--- src/rtl/cpu_pkg.sv ---
// Shared 2A03 core definitions: addressing modes, ALU opcodes, EA sequencer states.
package cpu_pkg;

    typedef enum logic [2:0] {
        MODE_ZP   = 3'd0,
        MODE_ZPX  = 3'd1,
        MODE_ZPY  = 3'd2,
        MODE_ABS  = 3'd3,
        MODE_ABSX = 3'd4,
        MODE_ABSY = 3'd5,
        MODE_INDX = 3'd6,
        MODE_INDY = 3'd7
    } mode_t;

    localparam logic [3:0] ALU_ADD = 4'h0;
    localparam logic [3:0] ALU_INC = 4'h5;
    localparam logic [3:0] ALU_NOP = 4'hF;

    typedef enum logic [2:0] {
        ST_IDLE     = 3'd0,
        ST_IDX_ADD  = 3'd1,
        ST_PTR_LO   = 3'd2,
        ST_PTR_HI   = 3'd3,
        ST_PTR_WAIT = 3'd4,
        ST_FIXUP    = 3'd5,
        ST_DONE     = 3'd6
    } ea_state_t;

    // Modes indexed by X; everything else indexed uses Y.
    function automatic logic uses_x(input mode_t m);
        return (m == MODE_ZPX) || (m == MODE_ABSX) || (m == MODE_INDX);
    endfunction

    // Modes whose operand supplies a high byte.
    function automatic logic is_abs(input mode_t m);
        return (m == MODE_ABS) || (m == MODE_ABSX) || (m == MODE_ABSY);
    endfunction

endpackage

--- src/rtl/ea_sequencer.sv ---
// Effective-address sequencer: walks each 6502 addressing mode through the
// shared external ALU and the zero-page read port, producing a 16-bit EA.
module ea_sequencer
    import cpu_pkg::*;
(
    input  logic        clk,
    input  logic        reset,
    input  logic        start,
    input  logic [2:0]  mode,
    input  logic        force_fixup,
    input  logic [7:0]  op_lo,
    input  logic [7:0]  op_hi,
    input  logic [7:0]  idx_x,
    input  logic [7:0]  idx_y,
    output logic        rd_req,
    output logic [15:0] rd_addr,
    input  logic [7:0]  rd_data,
    output logic [3:0]  alu_op,
    output logic [7:0]  alu_a,
    output logic [7:0]  alu_b,
    output logic        alu_cin,
    input  logic [8:0]  alu_f,
    output logic        busy,
    output logic        done,
    output logic [15:0] ea,
    output logic        page_cross
);

    ea_state_t state_q, state_d;
    mode_t     mode_q, mode_d;
    logic      ff_q, ff_d;
    logic      cy_q, cy_d;
    logic [7:0] idx_q, idx_d;
    logic [7:0] lo_q, lo_d;
    logic [7:0] hi_q, hi_d;
    logic [7:0] ptr_q, ptr_d;
    logic [7:0] ptr1_q, ptr1_d;
    mode_t     mode_in;

    assign mode_in = mode_t'(mode);

    // State and datapath registers with synchronous reset.
    always_ff @(posedge clk) begin
        if (reset) begin
            state_q <= ST_IDLE;
            mode_q  <= MODE_ZP;
            ff_q    <= 1'b0;
            cy_q    <= 1'b0;
            idx_q   <= '0;
            lo_q    <= '0;
            hi_q    <= '0;
            ptr_q   <= '0;
            ptr1_q  <= '0;
        end else begin
            state_q <= state_d;
            mode_q  <= mode_d;
            ff_q    <= ff_d;
            cy_q    <= cy_d;
            idx_q   <= idx_d;
            lo_q    <= lo_d;
            hi_q    <= hi_d;
            ptr_q   <= ptr_d;
            ptr1_q  <= ptr1_d;
        end
    end

    // Next-state selection per addressing mode.
    always_comb begin
        state_d = state_q;
        unique case (state_q)
            ST_IDLE: begin
                if (start) begin
                    if (mode_in == MODE_ZP || mode_in == MODE_ABS) state_d = ST_DONE;
                    else if (mode_in == MODE_INDY)                 state_d = ST_PTR_LO;
                    else                                           state_d = ST_IDX_ADD;
                end
            end
            ST_IDX_ADD: begin
                if (mode_q == MODE_INDX)
                    state_d = ST_PTR_LO;
                else if ((mode_q == MODE_ABSX || mode_q == MODE_ABSY) && (alu_f[8] || ff_q))
                    state_d = ST_FIXUP;
                else
                    state_d = ST_DONE;
            end
            ST_PTR_LO:   state_d = ST_PTR_HI;
            ST_PTR_HI:   state_d = ST_PTR_WAIT;
            ST_PTR_WAIT: begin
                if (mode_q == MODE_INDY && (alu_f[8] || ff_q)) state_d = ST_FIXUP;
                else                                           state_d = ST_DONE;
            end
            ST_FIXUP:    state_d = ST_DONE;
            ST_DONE:     state_d = ST_IDLE;
            default:     state_d = ST_IDLE;
        endcase
    end

    // ALU request, read port and status outputs decoded from the current state.
    always_comb begin
        alu_op  = ALU_NOP;
        alu_a   = '0;
        alu_b   = '0;
        rd_req  = 1'b0;
        rd_addr = '0;
        busy    = (state_q != ST_IDLE);
        done    = (state_q == ST_DONE);
        unique case (state_q)
            ST_IDX_ADD: begin
                alu_op = ALU_ADD;
                alu_a  = lo_q;
                alu_b  = idx_q;
            end
            ST_PTR_LO: begin
                rd_req  = 1'b1;
                rd_addr = {8'h00, ptr_q};
                alu_op  = ALU_INC;
                alu_a   = ptr_q;
            end
            ST_PTR_HI: begin
                rd_req  = 1'b1;
                rd_addr = {8'h00, ptr1_q};
            end
            ST_PTR_WAIT: begin
                // rd_data here is the pointer high byte; lo_q already holds the low byte.
                if (mode_q == MODE_INDY) begin
                    alu_op = ALU_ADD;
                    alu_a  = lo_q;
                    alu_b  = idx_q;
                end
            end
            ST_FIXUP: begin
                alu_op = cy_q ? ALU_INC : ALU_NOP;
                alu_a  = hi_q;
            end
            default: ;
        endcase
    end

    // Datapath next values: operand latch on start, then ALU and read results.
    always_comb begin
        mode_d = mode_q;
        ff_d   = ff_q;
        cy_d   = cy_q;
        idx_d  = idx_q;
        lo_d   = lo_q;
        hi_d   = hi_q;
        ptr_d  = ptr_q;
        ptr1_d = ptr1_q;
        unique case (state_q)
            ST_IDLE: begin
                if (start) begin
                    mode_d = mode_in;
                    ff_d   = force_fixup;
                    cy_d   = 1'b0;
                    idx_d  = uses_x(mode_in) ? idx_x : idx_y;
                    lo_d   = op_lo;
                    hi_d   = is_abs(mode_in) ? op_hi : 8'h00;
                    ptr_d  = op_lo;
                end
            end
            ST_IDX_ADD: begin
                lo_d  = alu_f[7:0];
                cy_d  = alu_f[8];
                ptr_d = alu_f[7:0];
            end
            ST_PTR_LO:  ptr1_d = alu_f[7:0];
            ST_PTR_HI:  lo_d   = rd_data;
            ST_PTR_WAIT: begin
                hi_d = rd_data;
                if (mode_q == MODE_INDY) begin
                    lo_d = alu_f[7:0];
                    cy_d = alu_f[8];
                end
            end
            ST_FIXUP:   hi_d = alu_f[7:0];
            default: ;
        endcase
    end

    assign alu_cin    = 1'b0;
    assign ea         = {hi_q, lo_q};
    assign page_cross = cy_q &&
                        (mode_q == MODE_ABSX || mode_q == MODE_ABSY || mode_q == MODE_INDY);

endmodule

--- config.mk ---
export PLATFORM = sky130hd
export DESIGN_NAME = ea_sequencer
export DESIGN_NICKNAME = d
export VERILOG_FILES = /design/src/rtl/cpu_pkg.sv /design/src/rtl/ea_sequencer.sv
export SDC_FILE = /design/constraint.sdc
export NUM_CORES = 1
export LEC_CHECK = 0
export CAP_MARGIN = 20
export CORE_ASPECT_RATIO = 1.5
export CORE_MARGIN = 8
export CORE_UTILIZATION = 60
export DETAILED_ROUTE_END_ITERATION = 8
export DONT_BUFFER_PORTS = 1
export PLACE_DENSITY = 0.76
export SLEW_MARGIN = 20
export SYNTH_ARGS = -nofsm -noshare
export SYNTH_HDL_FRONTEND = slang
export SYNTH_SLANG_ARGS = --single-unit
--- constraint.sdc ---
create_clock -name clk -period 1.7 [get_ports clk]
set_input_delay 0.17 -clock clk [delete_from_list [all_inputs] [get_ports clk]]
set_output_delay 0.17 -clock clk [all_outputs]
set_load 0.01 [all_outputs]
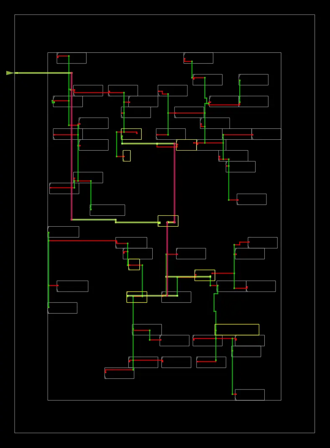
*The clock network*
Worst Clk Skew: 1.70 ps
power in the clock group: 0.000833 W
Inserted Clock Buffers: 5
Layout clock buffers: 5
Seq Cell Count: 48

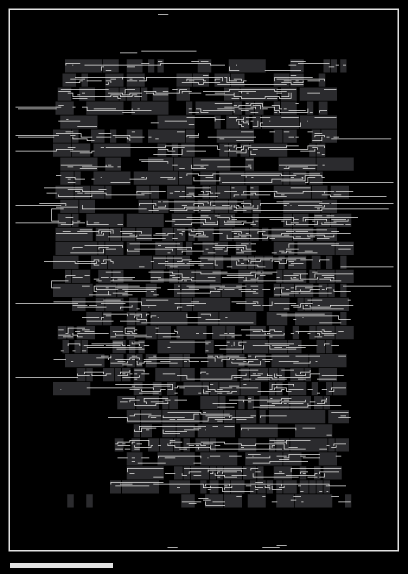
*The metal 1 layer*
Bar = 20 µm. Cells faint in the background.
wire length on this layer: 3,190 µm
share of all routed wire: 33%
longest straight run: 25.8 µm
Total Routed Length: 9.81 mm
routed vias: 2,969
met1 demand-to-capacity share in global routing: 0.269

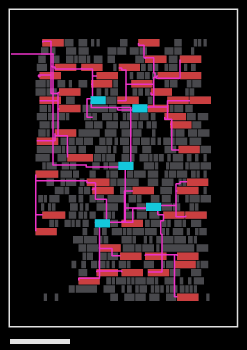
*Clock wires, drivers and flops*
Bar = 20 µm.
[clock wires] magenta | length: 587 µm
[flip-flops] red | count: 48
[clock drivers] cyan | count: 5
flops lie: spread over the die
routed clock nets: 6
Clk network pwr share: 0.127
Late-Pin Clk Latency: 300 ps

==> notes.md <==
### STA
* final hold violation count: 0
* Slew Viols, Final: 0
* Setup violations, final: 18
* worst hold slack across all endpoints: 14.9 ps
* unrepaired setup endpoints after global routing: true
* setup ws final: -57.8 ps

### Synth
* dominant kind of combinational cell: AND-OR/OR-AND gates
* simple-gate share of the synthesized area: 0.206
* mux share: 0.147
* post-synth top area share: 0.305
* Yosys warning total: 0
* commonest register cell after synthesis: sky130_fd_sc_hd__dfxtp_1
* fraction of the yosys area taken by sequential cells: 0.305
* Post-synth ARST share: 0
* AO/OA Area Share: 0.249
* area fraction in full adders, half adders and majority gates: 0
* leading cell types by count after synthesis: sky130_fd_sc_hd__nor2_1 (55), sky130_fd_sc_hd__dfxtp_1 (48), sky130_fd_sc_hd__a21oi_1 (29)
* cell count in the Yosys report: 382
* largest area contributor in the netlist: sky130_fd_sc_hd__dfxtp_1
* synthesized instance count: 382
* synth unique cells: 54
* post-synthesis average cell area: 8.24 µm²
* Yosys chip area: 3150 µm²

### Setup path
* Critical Path Source: state_q[0]
* type of destination of the critical path: output port
* Critical R2R Capture: state_q[0]
* critical path required time: 1530 ps

### Power and ir drop
* P per Cell Area: 1840 nW/µm²
* proportion of power drawn by combinational gates: 0.550
* worst ir drop on vdd: 911 µV

### Min path
* worst hold-check path type: in -> reg
* WHS Path Cells: 2
* Hold Crit Endpoint: mode_q[0]

### Routing
* iteration tally of the first detailed-router pass: 4
* DRC violations left: 0
* met3 routed WL: 928 µm
* met1 wire length: 3.19 mm

### Cells and area
* top logic cells by instance count in the layout: sky130_fd_sc_hd__nor2_1 (55), sky130_fd_sc_hd__dfxtp_1 (44), sky130_fd_sc_hd__a21oi_1 (29)
* Non-Filler Instances: 463
* leading cell type in the layout, fill and taps excluded: sky130_fd_sc_hd__nor2_1
* synth-to-layout area growth: 12.9%
* count of inserted antenna diode cells: 0
* post-layout util: 0.699

### GRT
* number of antenna violations at the first check in global routing: 0
* wire length of the first global-routing pass: 15.7 mm
* final global-route overflow total: 0
* met2 capacity usage during global routing: 0.431
* met3 Track Usage GR: 0.0775

### Clocking
* CTS H-tree lvls: 2
* root cell of the clock tree: sky130_fd_sc_hd__clkbuf_8
* Clk pin slew, worst setup/hold paths: 90 ps
* clock tree from TritonCTS: done

### Outcome
* run status: finished, violations left
* failing checks: negative setup slack

### Floorplan
* Die X-Extent: 75.1 µm

### Placed design
* detailed placer's ending HPWL: 7.42 mm

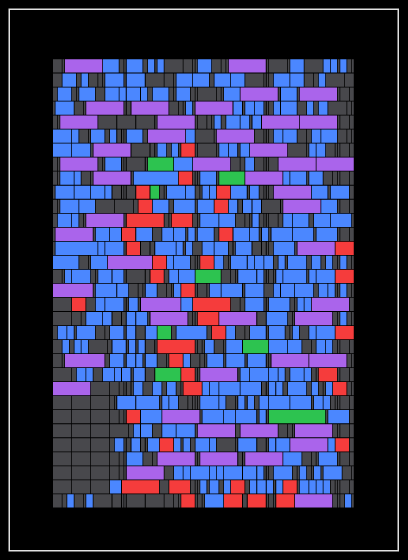
*Cells colored by class*
Fill, decap, tap and diode cells in gray.
[remaining buffers and delay cells] red | cells: 39
[clock drivers and dummy loads] green | cells: 8
[combinational and other logic] blue | cells: 300
[sequential cells] purple | cells: 48
standard cell core area: 5080 µm²
number of rows in the core area: 32
final instance area: 3550 µm²
sequential share of cell area: 0.273

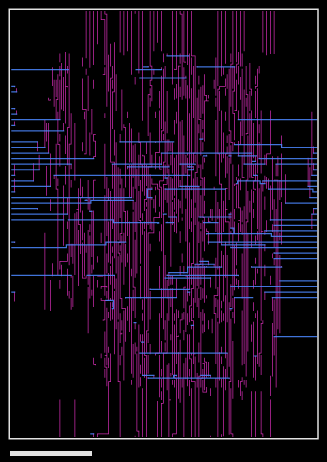
*Wiring by layer*
Bar = 20 µm. Only two layers are drawn.
[metal 3] blue | wire length: 929 µm
[metal 2] magenta | wire length: 5,070 µm
overall routing resource usage: 0.259
wire length per cell: 21.2 µm

repair_timing:
| action | 4_1_cts | 5_1_grt |
|---|---|---|
| pin swaps | 4 | 1 |
| hold buffers | 9 | 0 |
| endpoints found under the hold margin | 44 | 0 |
| endpoints found under the setup margin | 23 | 32 |
| setup buffers | 2 | 0 |
| gates resized | 21 | 7 |
area by class of cell:
class	count	area [µm²]	share of cell area
clock buffers	5	68.8	0.0194
clock inverters	3	42.5	0.0120
inverters	6	25.0	0.00704
multi-input cells	294	1990	0.560
flip-flops and latches	48	968	0.273
well taps	68	85.1	0.0239
repair buffers	39	374	0.105
critical path, cell delays in order (launching register included):
cell and delay, ps:
sky130_fd_sc_hd__dfxtp_4 360, sky130_fd_sc_hd__and4b_2 340, sky130_fd_sc_hd__nand2_4 90, sky130_fd_sc_hd__a21oi_4 150, sky130_fd_sc_hd__buf_12 160, sky130_fd_sc_hd__a21o_1 180
power groups by stage:
stage / clock, W / sequential, W / combinational (W)
2_1_floorplan: 0 / 0.00191 / 0.00267
3_3_place_gp: 0 / 0.00211 / 0.00332
3_5_place_dp: 0 / 0.00212 / 0.00338
4_1_cts: 0.000841 / 0.00210 / 0.00353
5_1_grt: 0.000886 / 0.00217 / 0.00395
6_report: 0.000833 / 0.00212 / 0.00360
stage by stage:
| step | worst slack (ps) | total power, W | cell area, µm² |
|---|---|---|---|
| 3_3_place_gp | 84.7 | 0.00542 | 3260 |
| 3_5_place_dp | 71.6 | 0.00550 | 3260 |
| 2_1_floorplan | 142 | 0.00458 | 3180 |
| 4_1_cts | -40.6 | 0.00647 | 3530 |
| 5_1_grt | -114 | 0.00701 | 3550 |
| 6_report | -57.8 | 0.00655 | 3550 |
Power and IR drop assume default switching activity.
